[src/rtl/spi_regbank_pkg.sv]
// Shared types and header-layout helpers for the SPI register-bank slave.
// Header bit order: WR, DEVA[DEV_AW], BURST, REGA[REG_AW].
package spi_regbank_pkg;

    typedef enum logic [1:0] {
        ST_HDR    = 2'd0,
        ST_DATA   = 2'd1,
        ST_IGNORE = 2'd2
    } spi_state_t;

    localparam int OFF_WR   = 0;
    localparam int OFF_DEVA = 1;

    function automatic int off_burst(input int dev_aw);
        return OFF_DEVA + dev_aw;
    endfunction

    function automatic int off_rega(input int dev_aw);
        return OFF_DEVA + dev_aw + 1;
    endfunction

    function automatic int hdr_len(input int dev_aw, input int reg_aw);
        return 2 + dev_aw + reg_aw;
    endfunction

endpackage

[src/rtl/spi_regbank_slave_shift.sv]
// DATA_W-bit load/shift word used both to serialise read data and to collect write data.
// o_next is the value the word takes on this edge, so a completed write can be committed at once.
module spi_shift_word
    import spi_regbank_pkg::*;
#(
    parameter int DATA_W    = 8,
    parameter int LSB_FIRST = 1
) (
    input  logic              i_clk,
    input  logic              i_load,
    input  logic [DATA_W-1:0] i_load_val,
    input  logic              i_shift,
    input  logic              i_shin,
    output logic [DATA_W-1:0] o_next,
    output logic              o_sout
);

    logic [DATA_W-1:0] r_q;

    always_comb begin
        o_next = r_q;
        if (i_load) begin
            o_next = i_load_val;
        end else if (i_shift) begin
            if (LSB_FIRST != 0) o_next = DATA_W'({i_shin, r_q} >> 1);
            else                o_next = DATA_W'({r_q, i_shin});
        end
    end

    always_ff @(posedge i_clk) begin
        r_q <= o_next;
    end

    assign o_sout = (LSB_FIRST != 0) ? r_q[0] : r_q[DATA_W-1];

endmodule

[src/rtl/spi_regbank_slave.sv]
// SPI slave with a 2**REG_AW x DATA_W register bank, device-address match and burst access.
// Everything runs on sclk; cs low at an edge returns the slave to header decode.
module spi_regbank_slave
    import spi_regbank_pkg::*;
#(
    parameter int DATA_W    = 8,
    parameter int REG_AW    = 3,
    parameter int DEV_AW    = 3,
    parameter int LSB_FIRST = 1
) (
    input  logic              sclk,
    input  logic              rst_n,
    input  logic              cs,
    input  logic              mosi,
    input  logic [DEV_AW-1:0] dev_addr,
    output logic              miso,
    output logic              miso_oe,
    output logic              wr_pulse,
    output logic [REG_AW-1:0] wr_reg_addr,
    output logic [DATA_W-1:0] wr_data,
    output logic              frame_abort
);

    localparam int H       = hdr_len(DEV_AW, REG_AW);
    localparam int OB      = off_burst(DEV_AW);
    localparam int OR      = off_rega(DEV_AW);
    localparam int CNT_MAX = (H > DATA_W) ? H : DATA_W;
    localparam int CNT_W   = $clog2(CNT_MAX);
    localparam int NREGS   = 1 << REG_AW;

    spi_state_t        r_state;
    logic [CNT_W-1:0]  r_cnt;
    logic              r_wr;
    logic              r_burst;
    logic              r_oe;
    logic [DEV_AW-1:0] r_deva;
    logic [REG_AW-1:0] r_rega;
    logic [DATA_W-1:0] r_regs [0:NREGS-1];
    logic              r_wr_pulse;
    logic              r_abort;
    logic [REG_AW-1:0] r_wr_addr;
    logic [DATA_W-1:0] r_wr_data;

    logic [DEV_AW-1:0] w_deva;
    logic [REG_AW-1:0] w_rega;
    logic [REG_AW-1:0] w_rega_inc;
    logic              w_hdr_last;
    logic              w_word_last;
    logic              w_load;
    logic              w_shift;
    logic [DATA_W-1:0] w_load_val;
    logic [DATA_W-1:0] w_word_next;
    logic              w_sout;

    // Address fields are collected serially in the same bit order as data words.
    always_comb begin
        w_deva = r_deva;
        w_rega = r_rega;
        if (r_cnt >= CNT_W'(OFF_DEVA) && r_cnt < CNT_W'(OB)) begin
            if (LSB_FIRST != 0) w_deva = DEV_AW'({mosi, r_deva} >> 1);
            else                w_deva = DEV_AW'({r_deva, mosi});
        end
        if (r_cnt >= CNT_W'(OR)) begin
            if (LSB_FIRST != 0) w_rega = REG_AW'({mosi, r_rega} >> 1);
            else                w_rega = REG_AW'({r_rega, mosi});
        end
    end

    assign w_rega_inc  = r_rega + REG_AW'(1);
    assign w_hdr_last  = (r_state == ST_HDR)  && (r_cnt == CNT_W'(H - 1));
    assign w_word_last = (r_state == ST_DATA) && (r_cnt == CNT_W'(DATA_W - 1));

    // Reads reload at the header end and at each burst word boundary, so no gap bit appears.
    assign w_load     = rst_n && cs && !r_wr &&
                        ((w_hdr_last && (w_deva == dev_addr)) || (w_word_last && r_burst));
    assign w_shift    = rst_n && cs && (r_state == ST_DATA) && !w_load;
    assign w_load_val = w_hdr_last ? r_regs[w_rega] : r_regs[w_rega_inc];

    spi_shift_word #(
        .DATA_W    (DATA_W),
        .LSB_FIRST (LSB_FIRST)
    ) u_shift (
        .i_clk      (sclk),
        .i_load     (w_load),
        .i_load_val (w_load_val),
        .i_shift    (w_shift),
        .i_shin     (mosi),
        .o_next     (w_word_next),
        .o_sout     (w_sout)
    );

    always_ff @(posedge sclk) begin
        if (!rst_n) begin
            r_state    <= ST_HDR;
            r_cnt      <= '0;
            r_wr       <= 1'b0;
            r_burst    <= 1'b0;
            r_oe       <= 1'b0;
            r_deva     <= '0;
            r_rega     <= '0;
            r_wr_pulse <= 1'b0;
            r_abort    <= 1'b0;
            r_wr_addr  <= '0;
            r_wr_data  <= '0;
            for (int i = 0; i < NREGS; i++) r_regs[i] <= '0;
        end else begin
            r_wr_pulse <= 1'b0;
            r_abort    <= 1'b0;
            if (!cs) begin
                r_state <= ST_HDR;
                r_cnt   <= '0;
                r_oe    <= 1'b0;
                if (r_state == ST_DATA && r_wr && r_cnt != '0) r_abort <= 1'b1;
            end else begin
                case (r_state)
                    ST_HDR: begin
                        if (r_cnt == CNT_W'(OFF_WR)) r_wr    <= mosi;
                        if (r_cnt == CNT_W'(OB))     r_burst <= mosi;
                        r_deva <= w_deva;
                        r_rega <= w_rega;
                        if (w_hdr_last) begin
                            r_cnt <= '0;
                            if (w_deva == dev_addr) begin
                                r_state <= ST_DATA;
                                r_oe    <= 1'b1;
                            end else begin
                                r_state <= ST_IGNORE;
                            end
                        end else begin
                            r_cnt <= r_cnt + CNT_W'(1);
                        end
                    end
                    ST_DATA: begin
                        if (w_word_last) begin
                            r_cnt <= '0;
                            if (r_wr) begin
                                r_regs[r_rega] <= w_word_next;
                                r_wr_pulse     <= 1'b1;
                                r_wr_addr      <= r_rega;
                                r_wr_data      <= w_word_next;
                            end
                            if (r_burst) begin
                                r_rega <= w_rega_inc;
                            end else begin
                                r_state <= ST_IGNORE;
                                r_oe    <= 1'b0;
                            end
                        end else begin
                            r_cnt <= r_cnt + CNT_W'(1);
                        end
                    end
                    ST_IGNORE: ;
                    default: r_state <= ST_HDR;
                endcase
            end
        end
    end

    assign miso        = r_oe && !r_wr && w_sout;
    assign miso_oe     = r_oe;
    assign wr_pulse    = r_wr_pulse;
    assign wr_reg_addr = r_wr_addr;
    assign wr_data     = r_wr_data;
    assign frame_abort = r_abort;

endmodule

[config.mk]
export PLATFORM = sky130hd
export DESIGN_NAME = spi_regbank_slave
export DESIGN_NICKNAME = d
export VERILOG_FILES = /design/src/rtl/spi_regbank_pkg.sv /design/src/rtl/spi_regbank_slave_shift.sv /design/src/rtl/spi_regbank_slave.sv
export SDC_FILE = /design/constraint.sdc
export NUM_CORES = 1
export LEC_CHECK = 0
export ABC_AREA = 1
export CELL_PAD_IN_SITES_DETAIL_PLACEMENT = 1
export CELL_PAD_IN_SITES_GLOBAL_PLACEMENT = 2
export CORE_MARGIN = 4
export CORE_UTILIZATION = 40
export DETAILED_ROUTE_END_ITERATION = 6
export PLACE_DENSITY = 0.94
export SETUP_SLACK_MARGIN = 0.02
export SLEW_MARGIN = 20
export SYNTH_ARGS = -nofsm -noshare
export SYNTH_HDL_FRONTEND = slang
export SYNTH_SLANG_ARGS = --single-unit
[constraint.sdc]
create_clock -name sclk -period 4.2 [get_ports sclk]
set_input_delay 0.84 -clock sclk [delete_from_list [all_inputs] [get_ports sclk]]
set_output_delay 0.84 -clock sclk [all_outputs]
set_load 0.02 [all_outputs]
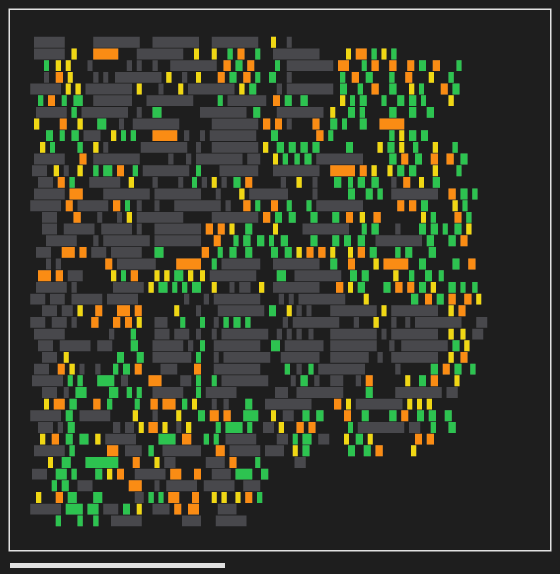
**Above:** run 1 (selected gate families).
Scale bar: 50 µm.
color	family	cells	most used	where
orange	inverting AOI/OAI gates	119	o21ai_0	spread over the die
green	NAND gates	247	nand3_1	spread over the die
yellow	inverters	108	inv_1	spread over the die

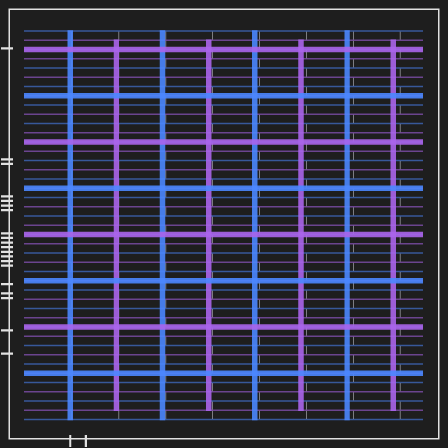
**Above:** run 1 (PDN straps and rails).
Pins as bars on the die edge. Tap cells in gray.
color	net
blue	VSS
purple	VDD
met4 straps	8
tap cells	176
signal pins	22

==> run notes, run 1 <==
The flow ran to the end, and the final reports show no timing, DRC or antenna violations. After Yosys synthesis, and, or, nand and nor cells account for 28.2% of the synthesized area. Looking at the post-CTS report, the setup buffer insertion count equals 0. The congestion estimate from routability-driven global placement came to 0.918. The net count reported at finish is 727, and the number of OpenROAD warnings is 28. The setup clock skew after layout is 0.00687 ns. With the leakage power total at 2.65 nW, the final period demand of the worst path is 3.13 ns. The number of violations of the max-capacitance limit is 0. Together, buffers and inverters on the worst path number 2. The logs give 0 for the total global routing overflow and 0.290 mV for the worst ir drop on vdd. Gates resized during post-CTS repair numbered 0. Among the non-sequential cells, simple AND/OR/NAND/NOR gates take the most area. The kind of path behind the tightest hold check is reg -> reg.

The tools report the worst reg2reg path startpoint as r_cnt[1]. The main area contributors are edfxtp_1 35%, dfxtp_1 13%, nand3_1 11%, nand2_1 7.0%, inv_1 6.6%. Multiplexer cells account for 0.203% of the synthesized area.

After layout, the worst path uses 74.5% of the clock period. The fraction of final layout cells with drive strength greater than 1 was 10.8%. The endpoint identified for the worst register-to-register timing path is r_regs[0][4]. The detail route stage leaves a number of antenna-violating nets equal to 0.

Logic depth along the worst register-to-register path is recorded as 15. Counting the fill cells in the layout gives 1,667. The tools report the total count of max-transition violations in the final report as 0. The cell-mix breakdown from Yosys lists the XOR/XNOR area share as 0.158%.

The run gives 22 for the top-level port count.
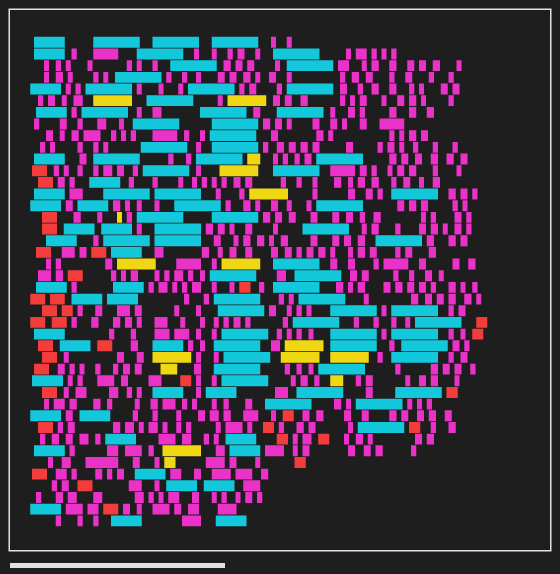
**Above:** run 1 (placed cells, one color a class).
Scale bar: 50 µm.
color	class	cells	share of their area
cyan	flip-flops	99	44%
yellow	clock drivers and dummy loads	16	5.2%
red	other buffers and delay cells	33	5.0%
magenta	all other logic	572	46%

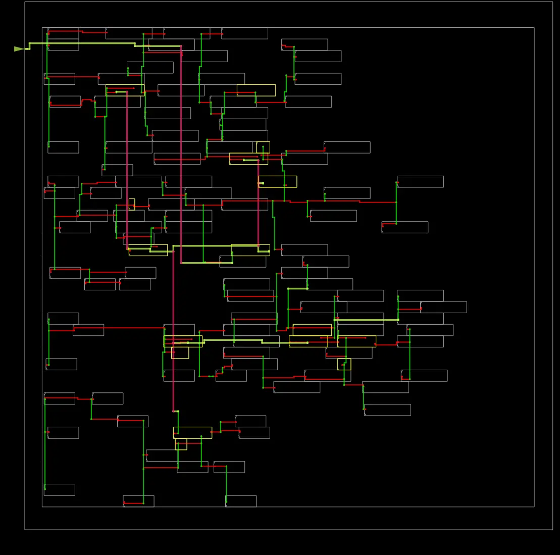
**Above:** run 1 (clock wiring as the flow saved it).
count of clock tree sinks: 99
number of buffers added by the clock tree synthesis step: 9

-- run 1: layout make-up --
type	instances	area, µm²	share of cell area, %
sequential	99	2620	42.1
clock buffer	12	279	4.48
multi-input combinational	464	2370	38.0
timing repair buffer	33	300	4.82
inverter	108	405	6.50
clock inverter	4	36.3	0.582
tap	176	220	3.53
-- run 1: metrics by stage --
step	std cells	setup WS, ns	power, mW	area [µm²]
3_3_place_gp	880	0.992	1.43	5920
5_1_grt	896	0.768	2.38	6230
2_1_floorplan	700	1.80	1.32	5560
3_5_place_dp	880	0.961	1.44	5920
6_report	896	1.07	2.31	6230
4_1_cts	896	1.03	2.30	6230
-- run 1: worst max-delay path by stage --
stage	end	slack [ns]	cells past startpoint
floorplan	r_regs[1][0]	1.80	5
global placement	r_regs[2][7]	0.99	9
detailed placement	r_regs[3][1]	0.96	7
CTS	r_regs[1][6]	1.03	15
global route	r_regs[1][6]	0.77	16
finish	r_regs[0][4]	1.07	15
-- run 1: worst reg2reg max path: stages, from the launching register on --
cell	delay [ns]
dfxtp_1	0.32
inv_1	0.17
ha_1	0.26
nor2_4	0.05
nand2_4	0.15
nand3_2	0.10
nand2_1	0.71
nand2_1	0.13
nand3_1	0.13
nand3_1	0.14
nand3_1	0.12
nand2_1	0.11
nand2_1	0.12
nand2_1	0.09
inv_2	0.21
nor2_1	0.09
-- run 1: power by group --
group | internal, mW | leakage, nW | total [mW] | switching (mW)
registers | 1.06 | 0.946 | 1.09 | 0.0260
logic | 0.0942 | 1.56 | 0.334 | 0.239
clock network | 0.484 | 0.152 | 0.882 | 0.398
-- run 1: Yosys cell counts (all sizes together) --
cell type / instances
a211oi: 3
a21oi: 47
a221oi: 1
a311oi: 1
a31o: 1
a31oi: 4
buf: 17
clkbuf: 12
clkinv: 1
dfxtp: 35
edfxtp: 64
ha: 5
inv: 107
mux2: 1
nand2: 124
nand3: 119
nand3b: 3
nand4: 1
nor2: 85
nor3: 4
nor4: 1
o211ai: 3
o21ai: 59
o21bai: 1
xnor2: 1
-- run 1: sequential cells by signal (all words and copies together) (netlist names) --
name / count
r_state: 2
wr_reg_addr: 3
r_cnt: 3
r_rega: 3
r_wr: 1
miso_oe: 1
frame_abort: 1
r_burst: 1
r_deva: 3
wr_data: 8
u_shift.r_q: 8
r_regs: 64
wr_pulse: 1
-- run 1: cells in the final DEF (no fill, tap or decap), drive strengths merged, types with 4 or more instances in the layout --
| master | synthesis | layout |
|---|---|---|
| nand2 | 124 | 124 |
| nand3 | 119 | 119 |
| inv | 107 | 110 |
| nor2 | 85 | 85 |
| edfxtp | 64 | 64 |
| o21ai | 59 | 59 |
| a21oi | 47 | 47 |
| dfxtp | 35 | 35 |
| clkdlybuf4s50 | 0 | 21 |
| buf | 17 | 12 |
| clkbuf | 12 | 12 |
| ha | 5 | 5 |
| a31oi | 4 | 4 |
| nor3 | 4 | 4 |
-- run 1: metal layers --
layer / GRT usage [%] / vias to the layer above / routed length, µm
li1: - / 2347 / -
met1: 31.7 / 2473 / 7960
met5: 0 / - / 0
met2: 41.1 / 207 / 9220
met3: 5.42 / 42 / 1400
met4: 8.58 / 0 / 578
==> run 2, diff against run 1 <==
--- a/config.mk
+++ b/config.mk
@@ -9,9 +9,9 @@
 export CELL_PAD_IN_SITES_DETAIL_PLACEMENT = 1
 export CELL_PAD_IN_SITES_GLOBAL_PLACEMENT = 2
 export CORE_MARGIN = 4
-export CORE_UTILIZATION = 40
+export CORE_UTILIZATION = 33
 export DETAILED_ROUTE_END_ITERATION = 6
-export PLACE_DENSITY = 0.94
+export PLACE_DENSITY = 0.84
 export SETUP_SLACK_MARGIN = 0.02
 export SLEW_MARGIN = 20
 export SYNTH_ARGS = -nofsm -noshare
==> constraint.sdc (replaced) <==
create_clock -name sclk -period 2.5 [get_ports sclk]
set_input_delay 0.5 -clock sclk [delete_from_list [all_inputs] [get_ports sclk]]
set_output_delay 0.5 -clock sclk [all_outputs]
set_load 0.02 [all_outputs]
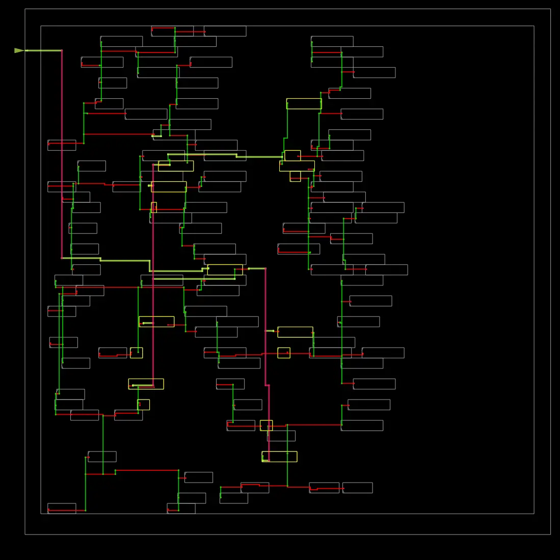
**Above:** run 2 (clock wiring as the flow saved it).
Insertion Delay late pin: 0.36 ns
largest clock skew in the final design: 0.0129 ns
flop count: 99
Clock net power: 1.37 mW

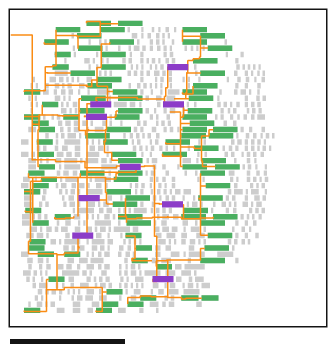
**Above:** run 2 (clock network drawn from the DEF).
Scale bar: 50 µm.
[purple] cells driving clock nets | count: 9
[orange] clock wires | length: 1,260 µm
[green] flip-flops | count: 99
routed clock nets	10

==> run 2 against run 1 <==
Cell count rose by 14%; largest power group unchanged; via count rose by 5.0%; critical path depth did not move; sequential cell count did not move; highest routed layer unchanged.
==> run notes, run 2 <==
The flow ran to the end, and the final reports show no timing, DRC or antenna violations. Per the cell usage report, the commonest logic cell in the layout is nand3_1. The main area contributors are edfxtp_1 35%, dfxtp_1 13%, nand3_1 11%, nand2_1 7.0%, inv_1 6.6%. The run gives 22.4% for the fraction of final layout cells with drive strength greater than 1. The kind of path behind the tightest hold check is reg -> reg. Leaving out fill and tap cells, the most frequent cells in the layout are 112 x nand3_1, 95 x inv_1, 93 x nand2_1.

In the post-synthesis netlist, the cell with the most instances is nand3_1. By area, the combinational part of the netlist is dominated by simple AND/OR/NAND/NOR gates. The logs give 2550 µm² for the combinational gate area and 0.320 mV for the worst ir drop on vdd.

The HPWL after detailed placement is 13,600 µm. The post-synthesis xor/xnor area fraction came out at 0.158%. The critical path in the final layout is reported with a setup slack of 0.0869 ns.

Number of instances in the placed design: 979. For the final weighted congestion of routability-driven global placement, the log shows 0.896. The number of buffer and inverter instances along the worst setup path was 4. The area share of and/or/nand/nor cells after synthesis is 28.2%. In the final layout, flip-flops and latches occupy 2630 µm². For the filler-free cell count of the finished design, the log shows 1,019. The net count of the finished layout is 806.

For this run the aggregate overflow at the end of global routing stands at 0. Counting flops with an async set or reset pin after synthesis yields a share of 0%. Logged for this run, the post-placement worst setup slack is -0.157 ns.

Warnings raised by the tools during the run amount to 30. The register with the most flip-flops in the final layout is r_regs. In this run, synthesis inferred 64 flip-flops with an integrated enable.

Fill cells in the final layout number 1,936. Number of cells on the worst hold path: 1. The register with the most flip-flops in the layout has 64 of them.

Pin placement for this block handled 22 I/O pins. The number of violations of the max-capacitance limit is 0, and the power after layout is 3.88 mW. The run gives 15 for the number of cells traversed by the worst register-to-register path. Yosys reports the multiplexer fraction of the synthesized area as 0.203%.

The power per cell area was 541 nW/µm². The leakage power total is 3.05 nW. The run gives 6490 µm² as the total placed instance area.

STA lists the startpoint of the worst register-to-register path as r_cnt[1]. The final timing report lists a max-slew violation count of 0. The share of the synthesized area in the top cell type was 34.6%. In the synthesized netlist the dominant register cell turns out to be edfxtp_1.

The synthesis run shows the most used standard cells to be 118 x nand3_1, 103 x nand2_1, 98 x inv_1, 81 x nor2_1, 64 x edfxtp_1. Clock tree synthesis inserted a total of 9 buffers. The clock tree has to reach 99 sinks. For the final non-filler cell area, the log shows 7160 µm².
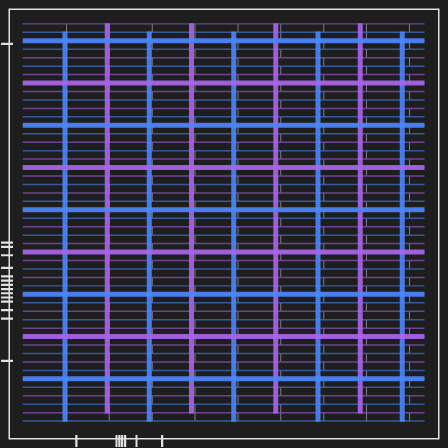
**Above:** run 2 (PDN straps and rails).
Pins as bars on the die edge. Tap cells in gray.
color	net
blue	VSS
purple	VDD
signal pins	22
rows	47
met4 straps	9
tap cells	220

## run 2: cell counts after synthesis
Identical to the previous run, type by type.
## run 2: area by class of cell
type | instances | area share, %
clock buffers | 10 | 3.20
clock inverters | 6 | 0.752
inverters | 108 | 5.82
multi-input cells | 468 | 35.6
flip-flops and latches | 99 | 36.7
well taps | 220 | 3.85
repair buffers | 108 | 14.1
## run 2: worst max-delay path by stage
stage / from / endpoint / slack, ns / cells past startpoint
final: r_cnt[1] / r_regs[5][2] / 0.09 / 15
after CTS: r_cnt[0] / r_regs[0][3] / 0.02 / 10
after floorplan: r_cnt[0] / r_regs[1][0] / 0.32 / 8
after global routing: r_cnt[1] / wr_data[3] / -0.03 / 16
after detailed placement: r_cnt[1] / r_regs[4][5] / -0.16 / 14
after global placement: r_cnt[0] / r_regs[0][7] / -0.06 / 13
## run 2: timing repair
action | 4_1_cts | 5_1_grt
setup buffers | 2 | 18
endpoints found under the hold margin | 0 | 0
resized | 10 | 37
pin swaps | 2 | 15
hold buffers | 0 | 0
setup endpoints to repair | 103 | 136
cloned | 1 | 3
## run 2: kinds of logic (layout without fill, tap and decap cells)
family          Yosys count  after routing
fa+ha+maj                 5              5
xor+xnor                  1              1
buf+inv                 137            232
flops                    99             99
simple gates            337            339
compound gates          120            122
mux                       1              1
## run 2: where the power goes
part	internal [mW]	switching, mW
clock network	0.698	0.669
logic	0.245	0.441
registers	1.79	0.0344
total	2.73	1.14
## run 2: layer usage
metal | global-route usage [%] | share of wire, %
met4 | 8.45 | 3.9
met3 | 3.29 | 5.5
met1 | 25.5 | 41
met5 | 0 | 0
met2 | 35.9 | 50
## run 2: worst register-to-register path, cell delays in order (launching register included)
cell	delay, ns
dfxtp_2	0.35
inv_2	0.05
ha_4	0.16
nor2_4	0.18
buf_6	0.15
nand2_4	0.07
nand3_1	0.10
nand3b_1	0.11
nand2_2	0.11
nand4_4	0.12
nand2_4	0.15
nand2_8	0.10
buf_12	0.17
o21ai_4	0.13
buf_4	0.17
nor2_1	0.06
No activity file was given, so power comes from the tool's default toggle rates.
